===== src/rtl/pc_pkg.sv =====
`default_nettype none
// +----------------------------------------------------------------------+
// | pc_pkg : next-PC select codes and width helpers for pc_sequencer     |
// | Rev 1.0                                                              |
// +----------------------------------------------------------------------+
package pc_pkg;

  localparam logic [1:0] NPC_SEQ = 2'd0;
  localparam logic [1:0] NPC_BR  = 2'd1;
  localparam logic [1:0] NPC_JMP = 2'd2;
  localparam logic [1:0] NPC_RET = 2'd3;

  function automatic int clog2(input int value);
    int r;
    r = 0;
    for (int i = 0; i < 31; i++) begin
      if ((1 << i) < value) r = i + 1;
    end
    return r;
  endfunction

  // Number of low address bits that must be zero for an instruction-aligned target.
  function automatic int align_bits(input int instr_bytes);
    return clog2(instr_bytes);
  endfunction

endpackage
`default_nettype wire


===== src/rtl/ras_stack.sv =====
`default_nettype none
// +----------------------------------------------------------------------+
// | ras_stack : circular return-address LIFO; full push drops the oldest |
// | Rev 1.0                                                              |
// +----------------------------------------------------------------------+
module ras_stack
  import pc_pkg::*;
#(
  parameter int DEPTH = 4,
  parameter int W     = 32
) (
  input  logic         clk,
  input  logic         reset,
  input  logic         push,
  input  logic         pop,
  input  logic [W-1:0] push_data,
  output logic [W-1:0] top_data,
  output logic         empty,
  output logic         full,
  output logic         overflow
);

  localparam int PTR_W = clog2(DEPTH);
  localparam int CNT_W = clog2(DEPTH + 1);

  logic [PTR_W-1:0] top_q, top_d;
  logic [CNT_W-1:0] count_q, count_d;
  logic [W-1:0]     mem_q [DEPTH];
  logic             wr_en;
  logic [PTR_W-1:0] wr_idx;
  logic             pop_ok;

  assign empty    = (count_q == '0);
  assign full     = (count_q == CNT_W'(DEPTH));
  assign pop_ok   = pop && !empty;
  assign overflow = push && !pop_ok && full;
  assign top_data = mem_q[top_q];

  always_comb begin
    top_d   = top_q;
    count_d = count_q;
    wr_en   = 1'b0;
    wr_idx  = top_q;
    if (push && pop_ok) begin
      // Simultaneous pop+push replaces the top entry in place.
      wr_en = 1'b1;
    end else if (push) begin
      top_d  = top_q + PTR_W'(1);
      wr_idx = top_q + PTR_W'(1);
      wr_en  = 1'b1;
      if (!full) count_d = count_q + CNT_W'(1);
    end else if (pop_ok) begin
      top_d   = top_q - PTR_W'(1);
      count_d = count_q - CNT_W'(1);
    end
  end

  always_ff @(posedge clk) begin
    if (reset) begin
      top_q   <= '0;
      count_q <= '0;
    end else begin
      top_q   <= top_d;
      count_q <= count_d;
    end
  end

  always_ff @(posedge clk) begin
    if (wr_en && !reset) mem_q[wr_idx] <= push_data;
  end

endmodule
`default_nettype wire


===== src/rtl/pc_sequencer.sv =====
`default_nettype none
// +----------------------------------------------------------------------+
// | pc_sequencer : fetch PC register with branch/jump/call/ret and RAS   |
// | Rev 1.0                                                              |
// +----------------------------------------------------------------------+
module pc_sequencer
  import pc_pkg::*;
#(
  parameter int                ADDR_W      = 32,
  parameter logic [ADDR_W-1:0] RESET_VEC   = '0,
  parameter int                INSTR_BYTES = 4,
  parameter int                RAS_DEPTH   = 4
) (
  input  logic              clk,
  input  logic              reset,
  input  logic              outputEnable,
  input  logic              stall,
  input  logic              branch_taken,
  input  logic [ADDR_W-1:0] branch_target,
  input  logic              jump,
  input  logic              call,
  input  logic [ADDR_W-1:0] jump_target,
  input  logic              ret,
  output logic [ADDR_W-1:0] currentPointer,
  output logic [ADDR_W-1:0] pc_next_seq,
  output logic              ras_empty,
  output logic              ras_full,
  output logic              ras_overflow,
  output logic              ras_underflow,
  output logic              misalign
);

  localparam int                ALIGN_BITS = align_bits(INSTR_BYTES);
  localparam logic [ADDR_W-1:0] LOW_MASK   = ADDR_W'((64'(1) << ALIGN_BITS) - 64'(1));

  logic [ADDR_W-1:0] pc_q, pc_d;
  logic              overflow_q, overflow_d;
  logic              underflow_q, underflow_d;
  logic              misalign_q, misalign_d;

  logic              adv;
  logic [1:0]        npc_sel;
  logic [ADDR_W-1:0] raw_target;
  logic              ras_push, ras_pop;
  logic [ADDR_W-1:0] ras_top;
  logic              ras_ovf;

  assign pc_next_seq    = pc_q + ADDR_W'(INSTR_BYTES);
  assign currentPointer = pc_q;
  assign ras_overflow   = overflow_q;
  assign ras_underflow  = underflow_q;
  assign misalign       = misalign_q;

  ras_stack #(
    .DEPTH (RAS_DEPTH),
    .W     (ADDR_W)
  ) u_ras (
    .clk       (clk),
    .reset     (reset),
    .push      (ras_push),
    .pop       (ras_pop),
    .push_data (pc_next_seq),
    .top_data  (ras_top),
    .empty     (ras_empty),
    .full      (ras_full),
    .overflow  (ras_ovf)
  );

  always_comb begin
    adv      = outputEnable && !stall;
    npc_sel  = NPC_SEQ;
    ras_push = 1'b0;
    ras_pop  = 1'b0;
    // ret on an empty stack falls back to sequential fetch.
    if (ret) begin
      npc_sel  = ras_empty ? NPC_SEQ : NPC_RET;
      ras_pop  = adv && !ras_empty;
      ras_push = adv && call;
    end else if (call) begin
      npc_sel  = NPC_JMP;
      ras_push = adv;
    end else if (jump) begin
      npc_sel = NPC_JMP;
    end else if (branch_taken) begin
      npc_sel = NPC_BR;
    end

    case (npc_sel)
      NPC_SEQ: raw_target = pc_next_seq;
      NPC_BR:  raw_target = branch_target;
      NPC_JMP: raw_target = jump_target;
      default: raw_target = ras_top;
    endcase

    pc_d        = pc_q;
    overflow_d  = 1'b0;
    underflow_d = 1'b0;
    misalign_d  = 1'b0;
    if (adv) begin
      pc_d        = raw_target & ~LOW_MASK;
      overflow_d  = ras_ovf;
      underflow_d = ret && ras_empty;
      misalign_d  = (npc_sel != NPC_SEQ) && ((raw_target & LOW_MASK) != '0);
    end
  end

  always_ff @(posedge clk) begin
    if (reset) begin
      pc_q        <= RESET_VEC;
      overflow_q  <= 1'b0;
      underflow_q <= 1'b0;
      misalign_q  <= 1'b0;
    end else begin
      pc_q        <= pc_d;
      overflow_q  <= overflow_d;
      underflow_q <= underflow_d;
      misalign_q  <= misalign_d;
    end
  end

endmodule
`default_nettype wire

===== config.mk =====
export PLATFORM = sky130hd
export DESIGN_NAME = pc_sequencer
export DESIGN_NICKNAME = d
export VERILOG_FILES = /design/src/rtl/pc_pkg.sv /design/src/rtl/ras_stack.sv /design/src/rtl/pc_sequencer.sv
export SDC_FILE = /design/constraint.sdc
export NUM_CORES = 1
export LEC_CHECK = 0
export CAP_MARGIN = 20
export CORE_UTILIZATION = 53
export CTS_CLUSTER_DIAMETER = 50
export DETAILED_ROUTE_END_ITERATION = 12
export PLACE_DENSITY = 0.8
export SYNTH_ARGS = -nofsm -noshare
export SYNTH_HDL_FRONTEND = slang
export SYNTH_HIERARCHICAL = 1
export SYNTH_SLANG_ARGS = --single-unit

===== constraint.sdc =====
create_clock -name clk -period 6.4 [get_ports clk]
set_input_delay 1.28 -clock clk [delete_from_list [all_inputs] [get_ports clk]]
set_output_delay 1.28 -clock clk [all_outputs]
set_load 0.1 [all_outputs]

Fig. 1: routed metal per tile
Bar = 20 µm. 25 x 25 tiles, from black (low) to pale yellow (high), scaled to the fullest tile. Values are wire area over tile area, all layers added.
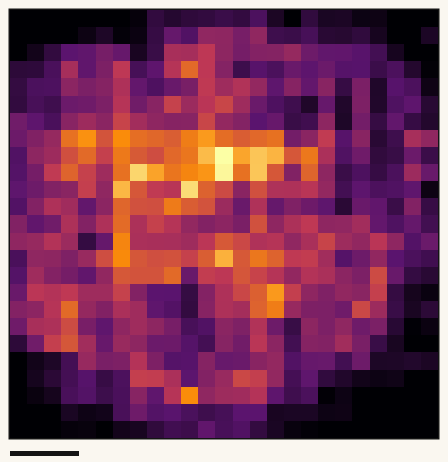
The densest ninth of the die: middle. The mean over all tiles is 0.24. 9.3% of the tiles are nearly empty.
Routed WL: 22.0 mm
Vias: 6034
GRT Overall Usage: 0.305
wire per inst: 23.7 µm

Fig. 2: register map, names as in the netlist
Other sequential cells in the stronger gray, the rest of the logic in the fainter gray.
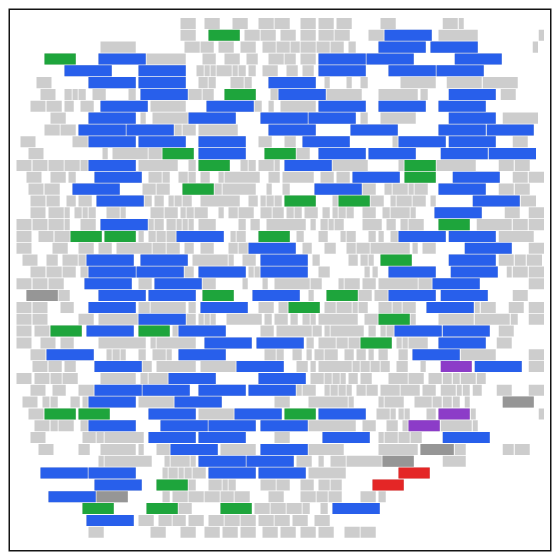
Purple is u_ras/count_q, placed flops 3. Blue is u_ras/mem_q, placed flops 128, where spread over the die. Green is currentPointer, placed flops 30. Red is u_ras/top_q, placed flops 2.
Another 5 sequential cells are not colored.
Power Sequential: 1.23 mW
FF/Latch Area: 4650 µm²
final core occ: 0.692
sequential cell area share: 0.462

==> Slide: Implementation Results <==
Run Summary

Critical path
  – CP Capture Type: output pin
  – WS Path Type: reg -> out
  – Worst EP arrival: 3.88 ns
  – Reg-to-reg endpoint: u_ras/mem_q[1][28]
  – Reg-to-Reg Start: u_ras/count_q[0]
  – Crit path max fanout: 12
  – Internal reg-to-reg setup slack: 2.61 ns
  – R2R depth: 11
  – CP Launch Type: flip-flop
  – Worst EP required: 5.12 ns

Detailed routing
  – Initial DRC count: 632
  – Vias per inst: 6.50
  – TritonRoute pass-1 iters: 6
  – DRC: 0
  – Post-route ant nets: 0

Floorplanning
  – Die height: 124 µm
  – Die Wd: 124 µm
  – IO Pins: 141
  – Row count: 44
  – Pre-Place Util: 0.544
  – Die area: 15400 µm²
  – Core box area: 14500 µm²

STA
  – Post-route clock period utilization: 0.806
  – WHS: 0.514 ns
  – Slew HR: 0.333
  – Slew Limit Fails: 0
  – Slew @ Worst Pin: 0.998 ns
  – Number of setup violations in the final report: 0
  – Setup TNS: 0 ns
  – Setup WS post-layout: 1.24 ns
  – RSZ-0062 raised after global routing: no
  – Final hold vios: 0
  – F_max: 194 MHz
  – Clock Skew: 0.00712 ns
  – Final Critical Period: 5.16 ns

Clocking
  – Num Clock Sinks: 168
  – CTS tree: yes
  – Late-Pin Clk Latency: 0.43 ns
  – H-tree Lvls: 4
  – Clock root cell: clkbuf_16
  – CTS buffer count: 17
  – Post-CTS Hold Buffers: 0
  – Number of gates resized after CTS: 0
  – Post-CTS Setup Inserts: 0
  – CTS clk-pin slew, worst paths: 0.06 ns
  – Max Root-Sink Buffers: 2

Synthesis
  – Unique cell types: 67
  – Predominant post-synthesis flop cell: edfxtp_1
  – # Cells Yosys: 598
  – Post-synth top cells: edfxtp_1, nor2_1, dfxtp_1
  – Most frequent cell after synthesis: edfxtp_1
  – Synth Seq Share: 0.587
  – Cell area leaders: edfxtp_1, dfxtp_1, mux4_2
  – EDFF count, synth: 128
  – Top-area cell share: 0.486
  – Syn avg cell area: 13.2 µm²
  – Cells after Synth: 598
  – Async SR Flop Fraction: 0
  – Ys flops: 168
  – Ys Warns: 6
  – Mapped cell area: 7910 µm²
  – Synth area leader: edfxtp_1
  – Yosys Chip Area: 7910 µm²

Job
  – Max_cap viols: 0
  – Log Warnings: 29

GRT
  – GRT overflow: 0
  – Largest net degree at the start of global routing: 36
  – First-pass GRT wire length: 33.3 mm
  – Vias in the first global route: 5894
  – Number of antenna violations at the first check in global routing: 0

Placed design
  – Gpl congestion: 0.876
  – Place WS: 1.24 ns
  – HPWL after detailed placement: 14.5 mm
  – PortBufs: 136

Worst hold path
  – Min-Delay Endpoint: u_ras/count_q[1]
  – WHS Path Cells: 2
  – Hold path start: u_ras/count_q[1]
  – Worst Hold Class: reg -> reg

Power and ir drop
  – Worst VDD drop: 0.183 mV
  – LEAKAGE: 3.31 nW
  – Power per cell area: 277 nW/µm²

Final layout
  – MI comb area: 3070 µm²
  – Area growth syn-to-layout: 27.3%
  – Fraction of layout cells with a size suffix above 1: 0.133
  – Antenna diode count: 0
  – # nets final: 810

Run status
  – Status: finished, final reports clean
Fig. 3: placed standard cells
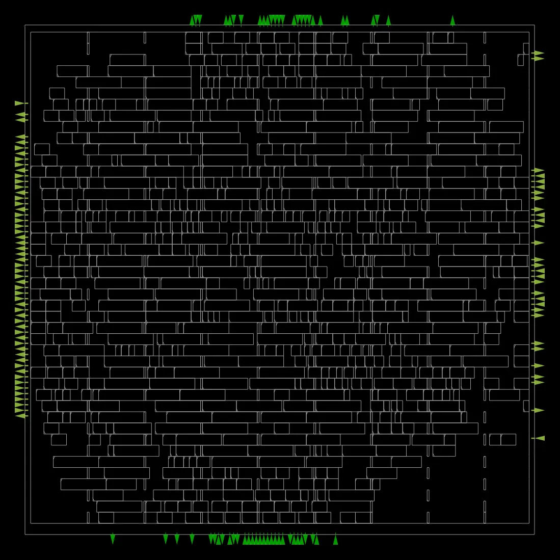
flop count: 168
Taps Inserted: 184
Layout fillers: 1002

-- placed cells by master, fill, tap and decap left out, types with 4 or more instances in the layout --
cell type        count
a211oi_1             4
a21oi_1             19
a221o_1             16
a221oi_1            16
a222oi_1             4
a22oi_1              5
a31o_2               5
and2_1               7
and4_1               6
buf_4               12
clkbuf_16           17
clkdlybuf4s50_1    136
clkinv_1             4
conb_1              12
dfxtp_1             39
edfxtp_1           128
ha_1                 6
inv_1               12
mux4_2              32
nand2_1             27
nand2b_1             9
nand3_1             17
nand4_1             13
nor2_1              43
nor2b_1              4
nor3_1              19
nor3b_1              5
o21ai_0             24
o22ai_1              5
xnor2_1             19
xor2_1               9
-- per-layer routing --
| metal | routed length (µm) | global-route usage | share of wire | vias up |
|---|---|---|---|---|
| li1 | - | - | - | 2618 |
| met3 | 2360 | 0.0655 | 0.11 | 69 |
| met5 | 0 | 0 | 0 | - |
| met2 | 10300 | 0.468 | 0.47 | 435 |
| met1 | 8650 | 0.411 | 0.39 | 2912 |
| met4 | 768 | 0.157 | 0.035 | 0 |
-- layout make-up --
| class | count | share of cell area |
|---|---|---|
| well taps | 184 | 0.0229 |
| clock buffers | 17 | 0.0423 |
| clock inverters | 15 | 0.0173 |
| multi-input cells | 383 | 0.305 |
| repair buffers | 149 | 0.146 |
| flip-flops and latches | 168 | 0.462 |
| inverters | 12 | 0.00448 |
-- per-stage QoR --
stage                     instance area (µm²)  power, mW  cells
after CTS                               10100       2.79    928
after global placement                   9460       1.75    896
final                                   10100       2.79    928
after detailed placement                 9460       1.76    896
after floorplan                          7950       1.60    609
after global routing                    10100       2.86    928
-- state kept, by name, indices dropped and copies added, names as in the netlist, named ones only --
signal / count
u_ras/count_q: 3
u_ras/top_q: 2
u_ras/mem_q: 128
misalign: 1
ras_overflow: 1
currentPointer: 30
ras_underflow: 1
-- worst max-delay path by stage --
| stage | slack, ns | end | startpoint | depth (start not counted) |
|---|---|---|---|---|
| 2_1_floorplan | 0.18 | u_ras/mem_q[1][0] | u_ras/count_q[2] | 12 |
| 3_3_place_gp | 1.44 | u_ras/mem_q[3][24] | outputEnable | 9 |
| 3_5_place_dp | 1.24 | u_ras/mem_q[1][24] | outputEnable | 9 |
| 4_1_cts | 1.22 | pc_next_seq[23] | currentPointer[4] | 5 |
| 5_1_grt | 1.09 | pc_next_seq[23] | currentPointer[4] | 5 |
| 6_report | 1.24 | pc_next_seq[23] | currentPointer[4] | 5 |
-- where the power goes --
group | switching, mW | internal (mW)
Clock | 0.431 | 0.615
Combinational | 0.353 | 0.157
Sequential | 0.0323 | 1.20
Total | 0.817 | 1.97
-- worst max-delay path: stages, from the launching register on --
cell	delay, ns
dfxtp_1	0.49
and4_1	0.45
and4_1	0.55
nand4_1	0.19
xnor2_1	0.52
clkdlybuf4s50_1	1.24
-- kinds of logic after synthesis --
logic type,Yosys count,synth area share
AOI/OAI and AO/OA,126,0.118
xor gates and xnor gates,28,0.0310
adders and majority gates,7,0.0120
buffers and inverters,58,0.0356
DFF,168,0.587
muxes,33,0.0924
other,1,0.000474
and+or+nand+nor,177,0.123
Power and IR drop assume default switching activity.
